run_1/final_clocks.png
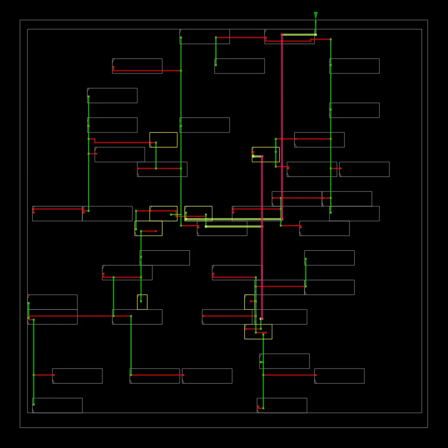
run_1/gate_families.png
Bar = 20 um.
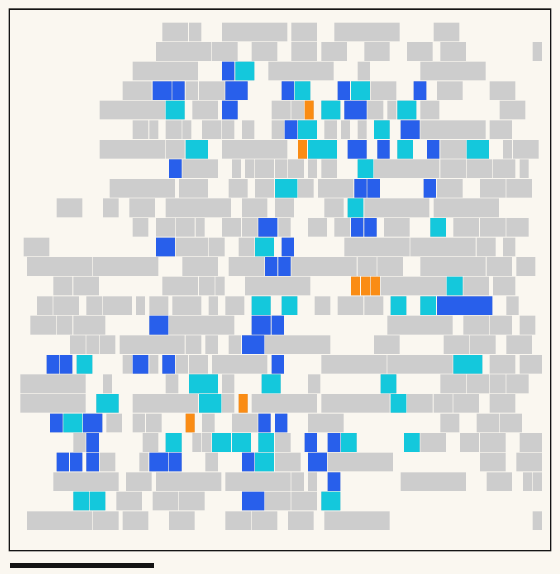
run_1/pins.png
Pins as bars across the die edge, other pins in gray.
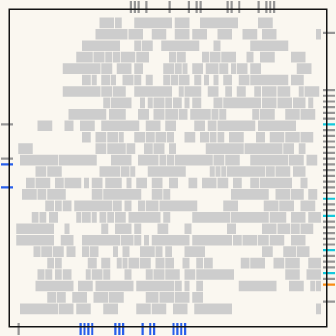
`config.mk`:
```
export PLATFORM = sky130hd
export DESIGN_NAME = pipe_hazard_ctrl
export DESIGN_NICKNAME = d
export VERILOG_FILES = /design/src/rtl/pipe_pkg.sv /design/src/rtl/pipe_hazard_ctrl_sat_counter.sv /design/src/rtl/pipe_hazard_ctrl.sv
export SDC_FILE = /design/constraint.sdc
export NUM_CORES = 1
export LEC_CHECK = 0
export CORE_UTILIZATION = 43
export DETAILED_ROUTE_END_ITERATION = 8
export PLACE_DENSITY = 0.78
export SLEW_MARGIN = 20
export SYNTH_ARGS = -nofsm -noshare
export SYNTH_HDL_FRONTEND = slang
export SYNTH_HIERARCHICAL = 1
export SYNTH_SLANG_ARGS = --single-unit
```
`constraint.sdc`:
```
create_clock -name clk_i -period 2 [get_ports clk_i]
set_input_delay 0.4 -clock clk_i [delete_from_list [all_inputs] [get_ports clk_i]]
set_output_delay 0.4 -clock clk_i [all_outputs]
set_load 0.02 [all_outputs]
```
`src/rtl/pipe_pkg.sv`:
```
// rtl/pipe_pkg.sv - shared types and constants for the IF/DE/MW hazard unit
package pipe_pkg;

   // Default architectural register-address width (32 registers)
   localparam int REG_AW_DEF = 5;

   // Hazard FSM: RUN advances freely, MEM_WAIT freezes the pipe for a slow load
   typedef enum logic [0:0] {
      RUN      = 1'b0,
      MEM_WAIT = 1'b1
   } hz_state_e;

   // Major opcodes the decoder keys on
   localparam logic [6:0] OPC_LOAD   = 7'b0000011;
   localparam logic [6:0] OPC_STORE  = 7'b0100011;
   localparam logic [6:0] OPC_BRANCH = 7'b1100011;
   localparam logic [6:0] OPC_JAL    = 7'b1101111;
   localparam logic [6:0] OPC_JALR   = 7'b1100111;

endpackage

```
`src/rtl/pipe_hazard_ctrl_sat_counter.sv`:
```
// rtl/pipe_hazard_ctrl_sat_counter.sv - saturating event counter with clear priority
module sat_counter #(
   parameter int W = 16
) (
   input  logic         clk_i,
   input  logic         rst_i,
   input  logic         inc_i,
   input  logic         clr_i,
   output logic [W-1:0] cnt_o
);

   localparam logic [W-1:0] ONE = {{(W-1){1'b0}}, 1'b1};

   logic [W-1:0] cnt_q, cnt_d;

   // Clear wins over increment; the count sticks at all-ones
   always_comb begin
      cnt_d = cnt_q;
      if (clr_i) begin
         cnt_d = '0;
      end else if (inc_i && (cnt_q != '1)) begin
         cnt_d = cnt_q + ONE;
      end
   end

   // Counter register
   always_ff @(posedge clk_i or posedge rst_i) begin
      if (rst_i) begin
         cnt_q <= '0;
      end else begin
         cnt_q <= cnt_d;
      end
   end

   assign cnt_o = cnt_q;

endmodule

```
`src/rtl/pipe_hazard_ctrl.sv`:
```
// rtl/pipe_hazard_ctrl.sv - stall/flush/forwarding control for the IF/DE/MW pipeline
module pipe_hazard_ctrl
   import pipe_pkg::*;
#(
   parameter int REG_AW  = REG_AW_DEF,
   parameter int MEM_LAT = 1,
   parameter int CNT_W   = 16
) (
   input  logic              clk_i,
   input  logic              rst_i,
   input  logic              if_valid_i,
   input  logic [REG_AW-1:0] de_rs1_addr_i,
   input  logic [REG_AW-1:0] de_rs2_addr_i,
   input  logic              de_rs1_used_i,
   input  logic              de_rs2_used_i,
   input  logic [REG_AW-1:0] de_rd_addr_i,
   input  logic              de_reg_write_i,
   input  logic              de_is_load_i,
   input  logic              de_redirect_i,
   input  logic              cnt_clr_i,
   output logic              pc_en_o,
   output logic              if_de_en_o,
   output logic              de_mw_en_o,
   output logic              if_de_flush_o,
   output logic              de_valid_o,
   output logic              mw_valid_o,
   output logic [REG_AW-1:0] mw_rd_addr_o,
   output logic              mw_reg_write_o,
   output logic              fwd_a_o,
   output logic              fwd_b_o,
   output logic              stall_o,
   output logic [CNT_W-1:0]  stall_cnt_o,
   output logic [CNT_W-1:0]  flush_cnt_o
);

   if ((MEM_LAT < 1) || (MEM_LAT > 8)) begin : g_bad_mem_lat
      $error("pipe_hazard_ctrl: MEM_LAT must lie in 1..8");
   end

   // Stalled cycles after a load enters MW; the load then writes in one more cycle
   localparam logic [2:0] WAIT_INIT = 3'(MEM_LAT - 1);

   hz_state_e         state_q, state_d;
   logic [2:0]        wait_q, wait_d;
   logic              de_valid_q, de_valid_d;
   logic              mw_valid_q, mw_valid_d;
   logic [REG_AW-1:0] mw_rd_q, mw_rd_d;
   logic              mw_rw_q, mw_rw_d;
   logic              mw_ld_q, mw_ld_d;
   logic              stall;
   logic              flush;

   assign stall = (state_q == MEM_WAIT);
   // A redirect seen while frozen is simply held in DE until the pipe moves again
   assign flush = de_redirect_i & de_valid_q & ~stall;

   // Stage advance: everything shifts one stage unless a slow load holds MW
   always_comb begin
      de_valid_d = de_valid_q;
      mw_valid_d = mw_valid_q;
      mw_rd_d    = mw_rd_q;
      mw_rw_d    = mw_rw_q;
      mw_ld_d    = mw_ld_q;
      if (!stall) begin
         de_valid_d = if_valid_i & ~flush;
         mw_valid_d = de_valid_q;
         mw_rd_d    = de_valid_q ? de_rd_addr_i : '0;
         mw_rw_d    = de_valid_q & de_reg_write_i;
         mw_ld_d    = de_valid_q & de_is_load_i;
      end
   end

   // Load-latency FSM: a valid load entering MW freezes the pipe for MEM_LAT-1 cycles
   always_comb begin
      state_d = state_q;
      wait_d  = wait_q;
      if (MEM_LAT > 1) begin
         case (state_q)
            RUN: begin
               if (de_valid_q && de_is_load_i) begin
                  state_d = MEM_WAIT;
                  wait_d  = WAIT_INIT;
               end
            end
            MEM_WAIT: begin
               wait_d = wait_q - 3'd1;
               // Never stay frozen without a load actually sitting in MW
               if ((wait_q == 3'd1) || !mw_ld_q) begin
                  state_d = RUN;
               end
            end
            default: state_d = RUN;
         endcase
      end
   end

   // State registers
   always_ff @(posedge clk_i or posedge rst_i) begin
      if (rst_i) begin
         state_q    <= RUN;
         wait_q     <= 3'd0;
         de_valid_q <= 1'b0;
         mw_valid_q <= 1'b0;
         mw_rd_q    <= '0;
         mw_rw_q    <= 1'b0;
         mw_ld_q    <= 1'b0;
      end else begin
         state_q    <= state_d;
         wait_q     <= wait_d;
         de_valid_q <= de_valid_d;
         mw_valid_q <= mw_valid_d;
         mw_rd_q    <= mw_rd_d;
         mw_rw_q    <= mw_rw_d;
         mw_ld_q    <= mw_ld_d;
      end
   end

   assign stall_o        = stall;
   assign pc_en_o        = ~stall;
   assign if_de_en_o     = ~stall;
   assign de_mw_en_o     = ~stall;
   assign if_de_flush_o  = flush;
   assign de_valid_o     = de_valid_q;
   assign mw_valid_o     = mw_valid_q;
   assign mw_rd_addr_o   = mw_rd_q;
   // A load writes back only in its last MW cycle, once data has arrived
   assign mw_reg_write_o = mw_valid_q & mw_rw_q & ~stall;

   // MW -> DE bypass; x0 is hard-wired zero and never forwards
   assign fwd_a_o = de_valid_q & de_rs1_used_i & mw_valid_q & mw_rw_q &
                    (mw_rd_q != '0) & (mw_rd_q == de_rs1_addr_i);
   assign fwd_b_o = de_valid_q & de_rs2_used_i & mw_valid_q & mw_rw_q &
                    (mw_rd_q != '0) & (mw_rd_q == de_rs2_addr_i);

   sat_counter #(.W(CNT_W)) u_stall_cnt (
      .clk_i (clk_i),
      .rst_i (rst_i),
      .inc_i (stall),
      .clr_i (cnt_clr_i),
      .cnt_o (stall_cnt_o)
   );

   sat_counter #(.W(CNT_W)) u_flush_cnt (
      .clk_i (clk_i),
      .rst_i (rst_i),
      .inc_i (flush),
      .clr_i (cnt_clr_i),
      .cnt_o (flush_cnt_o)
   );

endmodule

```
==> results.ini, run 1 <==
[power_and_ir_drop]
cellPowerDensity_nw_per_um2 = 499
power.internal_w = 0.00122
seqPwrFrac_pct = 51.8
p_clk_share_pct = 34.0
power_leader = registers

[grt]
grtUsageTotal_pct = 21.7
grt_start_max_net_pins = 17
grt_pass1_vias = 2068
met3_usage_pct = 4.42

[worst_setup_path]
worstPathCellList = or4_4 > o211ai_4 > nor3_1 > buf_2
cp_max_fo = 2

[floorplan]
coreArea_sq_um = 5140

[clock_tree]
hold_buffers = 0
htree_levels = 2
clk_latency_ns = 0.29

[cells_and_area]
final_area_sq_um = 3250
n_all_buffers = 88
lay_top_cells = clkdlybuf4s50_1 (62), dfrtp_1 (39), buf_4 (24), a21oi_1 (24), nand2_1 (14)
largest_cell_class = multi-input combinational cells
seq_area_share_pct = 30.8

[status]
violations = setup timing
status = complete, but fails checks

[timing]
fin_setup_tns_ns = -0.0485
worst_slack_ns = -0.0298
max_slew_margin_pct = 54.1
clock.fmax_ghz = 0.493
setup_viol = 2

[placement]
dp.cells = 393
place.gp.congestion = 0.819

[flow_run]
warnings = 29

[logic_synthesis]
synthTopCellsByArea = dfrtp_1 (44%), a21oi_1 (5.2%), or4_1 (4.2%), xnor2_1 (3.8%), o31ai_1 (3.3%)
synth_area_sq_um = 2300
synth-seq-cells = 40
adder_share_pct = 1.09
synth-main-ff-cell = dfrtp_1
ys_sh_simple_pct = 30.5
netlist_instances = 244
synth_warnings = 6
compound_area_share_pct = 13.3
top_cell_area_share_pct = 43.5

[route]
drc = 0
first_iter_violations = 123

## Picture notes: final_clocks.png
Sink Count: 40
sequential cells: 40
Num CTS Buffers: 5

## Picture notes: gate_families.png
Key: blue = inverting AOI/OAI gates [cells 51]; cyan = AND and OR gates [cells 41]; orange = inverters [cells 7]

## Picture notes: pins.png
Key: blue = stall_cnt_o [pins 16, direction output, edge 14 south, 2 west]; orange = stall_o [pins 1, direction output, edge east]; cyan = de_rs1_addr_i [pins 5, direction input, edge east]

run_1/metal_stack.png
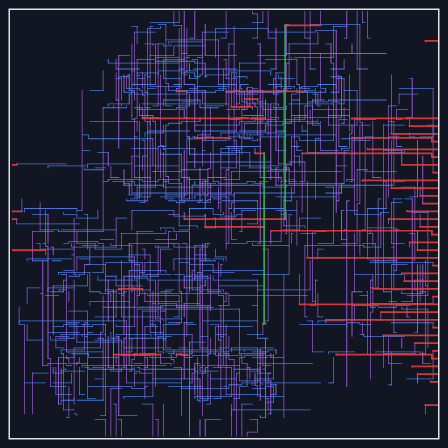

==> run 2, diff against run 1 <==
ABC_AREA = 1   (was unset)
CTS_CLUSTER_DIAMETER = 50   (was unset)
CTS_CLUSTER_SIZE = 20   (was unset)
PLACE_DENSITY = 0.75   (was 0.78)
run_2/metal_stack.png
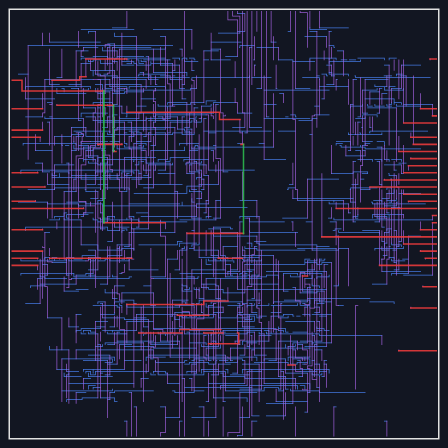
Key: blue = met1 [wire length 2950 um]; purple = met2 [wire length 3250 um]; red = met3 [wire length 399 um]; green = met4 [wire length 51.0 um]
vias: 2777
All-Layer GR Usage: 20.4%

==> run 2 against run 1 <==
Net effect:
- the run now ends clean
- clock power is 6.5% lower
- final area is 9.5% higher
- setup slack better by 0.17 ns
- core utilization is 4.2 points lower
- routed wire length is 12% higher
- first-iteration DRC count is 20% lower
- die size is 18% higher
- fmax is 9.4% higher
- non-clock buffer count is 13 lower
- via count is 24% higher
- global-route usage is 1.3 points lower
- clock skew is 0.00064 ns higher
==> results.ini, run 2 <==
[logic_synthesis]
ys_sh_simple_pct = 47.0
postSynth.asyncResetShare_pct = 100
adder_share_pct = 0.914
synth_area_sq_um = 2740
netlist_instances = 417
synthTopCellsByArea = dfrtp_1 (37%), nand2_1 (24%), inv_1 (8.1%), nor2_1 (5.8%), nand4_1 (5.3%)
compound_area_share_pct = 1.10
top_cell_area_share_pct = 36.6
yosys_area_sq_um = 2740
synth-seq-cells = 40
edf_count = 0
synth_warnings = 6
synth-main-ff-cell = dfrtp_1

[grt]
grt_pass1_wl_um = 10500
grt_pass1_vias = 2424
met3_usage_pct = 4.89
grt_start_max_net_pins = 17

[cells_and_area]
seq_area_share_pct = 28.1
lay_top_cells = nand2_1 (173), clkdlybuf4s50_1 (62), inv_1 (59), nor2_1 (42), dfrtp_1 (40)
final_area_sq_um = 3560
inv_count = 63
n_all_buffers = 75
syn2layout_area_growth_pct = 30.1
largest_cell_class = multi-input combinational cells
seq_cell_count = 40

[timing]
setup_viol = 0
worst_slack_ns = 0.144
fin_setup_tns_ns = 0
hold_viol_final = 0
max_slew_margin_pct = 58.2

[clock_tree]
clk_latency_ns = 0.30
hold_buffers = 0
htree_levels = 2
clock-sinks = 40
cts_buffers = 5

[placement]
place.gp.congestion = 0.872
dp.cells = 560
dp_hpwl_um = 4900

[power_and_ir_drop]
cellPowerDensity_nw_per_um2 = 449
p_clk_share_pct = 32.3
p_leak_nw = 1.90
power.internal_w = 0.00117
seqPwrFrac_pct = 52.5

[route]
drc = 0
wire_per_inst_um = 11.7
first_iter_violations = 98

[worst_setup_path]
crit_slowest_cell = clkdlybuf4s50_1
worstPathCellList = buf_4 > clkdlybuf4s50_1
crit_cells = 2
critPathLaunchType = flop
cp_max_fo = 8
crit_start = de_valid_o$_DFF_PP0_

[floorplan]
coreArea_sq_um = 6030
die_height_um = 81.8

[status]
status = finished, final reports clean

[flow_run]
warnings = 27

run_2/gate_families.png
Bar = 20 um.
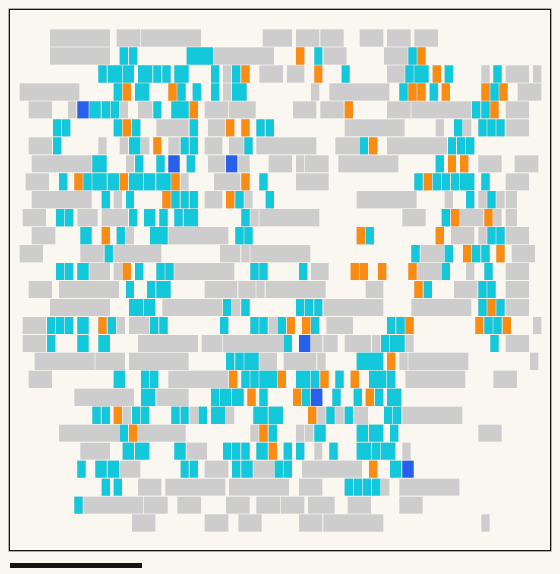
Key: orange = inverters [cells 63]; blue = inverting AOI/OAI gates [cells 6]; cyan = NAND gates [cells 229, where spread over the die]

run_2/final_clocks.png
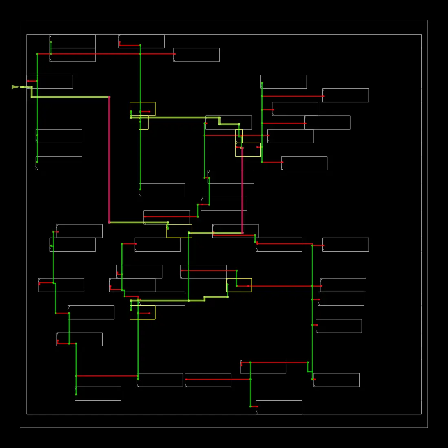

==> run 3, diff against run 2 <==
MAX_ROUTING_LAYER = met4   (was unset)
run_3/final_clocks.png
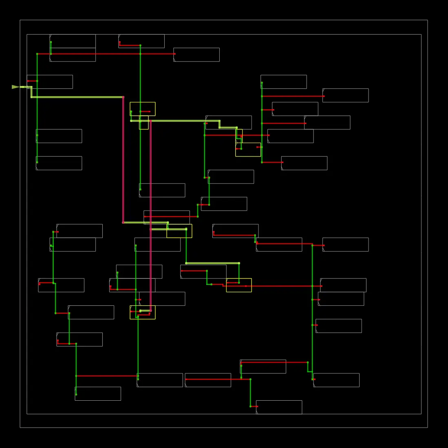
clk_lat worst skew: 0.30 ns
clkbuf count: 6
Clk. pwr: 0.000520 W
Fin Clk Skew: 0.00909 ns

run_3/metal_stack.png
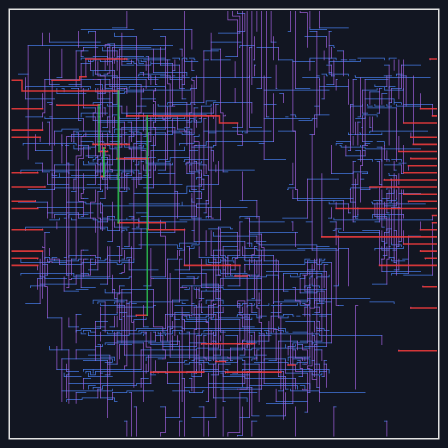
Key: blue = met1 [wire length 2970 um]; purple = met2 [wire length 3230 um]; green = met4 [wire length 77.5 um]; red = met3 [wire length 366 um]

==> run 3 against run 2 <==
Net effect:
- area after synthesis unchanged
- synthesized cell count unchanged
- sequential share of layout area unchanged
==> results.ini, run 3 <==
[cells_and_area]
final_util_pct = 59.1
largest_cell_class = multi-input combinational cells
inv_count = 63
syn2layout_area_growth_pct = 30.1
seq_area_share_pct = 28.1
final_area_sq_um = 3560

[clock_tree]
hold_buffers = 0
clock-sinks = 40
cts_buffers = 5
htree_levels = 2

[power_and_ir_drop]
power.internal_w = 0.00117
seqPwrFrac_pct = 52.4
p_clk_share_pct = 32.5
p_leak_nw = 1.90
cellPowerDensity_nw_per_um2 = 450
power_leader = registers

[status]
status = finished, final reports clean

[logic_synthesis]
postSynth.asyncResetShare_pct = 100
synth_top_cell_by_count = nand2_1
top_cell_area_share_pct = 36.6
synth-main-ff-cell = dfrtp_1
yosys_area_sq_um = 2740
synth-seq-cells = 40
synth_warnings = 6
compound_area_share_pct = 1.10
ys_sh_simple_pct = 47.0
synth_area_sq_um = 2740
adder_share_pct = 0.914

[timing]
clock.fmax_ghz = 0.538
hold_viol_final = 0
max_slew_margin_pct = 57.8
worst_slack_ns = 0.140
fin_setup_tns_ns = 0
setup_viol = 0
drv_slew = 0

[placement]
place.gp.congestion = 0.886
dp.cells = 560

[route]
avgViaCountPerCell = 4.89
wire_per_inst_um = 11.7
drc = 0
dr_total_vias = 2773
first_iter_violations = 111

[worst_setup_path]
cp_max_fo = 8
worstPathCellList = buf_4 > clkdlybuf4s50_1
critPathLaunchType = flop
crit_start = de_valid_o$_DFF_PP0_
rr_startpoint = u_flush_cnt/cnt_o[1]$_DFFE_PP0P_

[floorplan]
die_height_um = 81.8

[grt]
met3_usage_pct = 4.33
grtUsageTotal_pct = 20.9
grt_pass1_vias = 2428
grt_pass1_wl_um = 10400

[flow_run]
warnings = 27

No activity file was given, so power comes from the tool's default toggle rates.
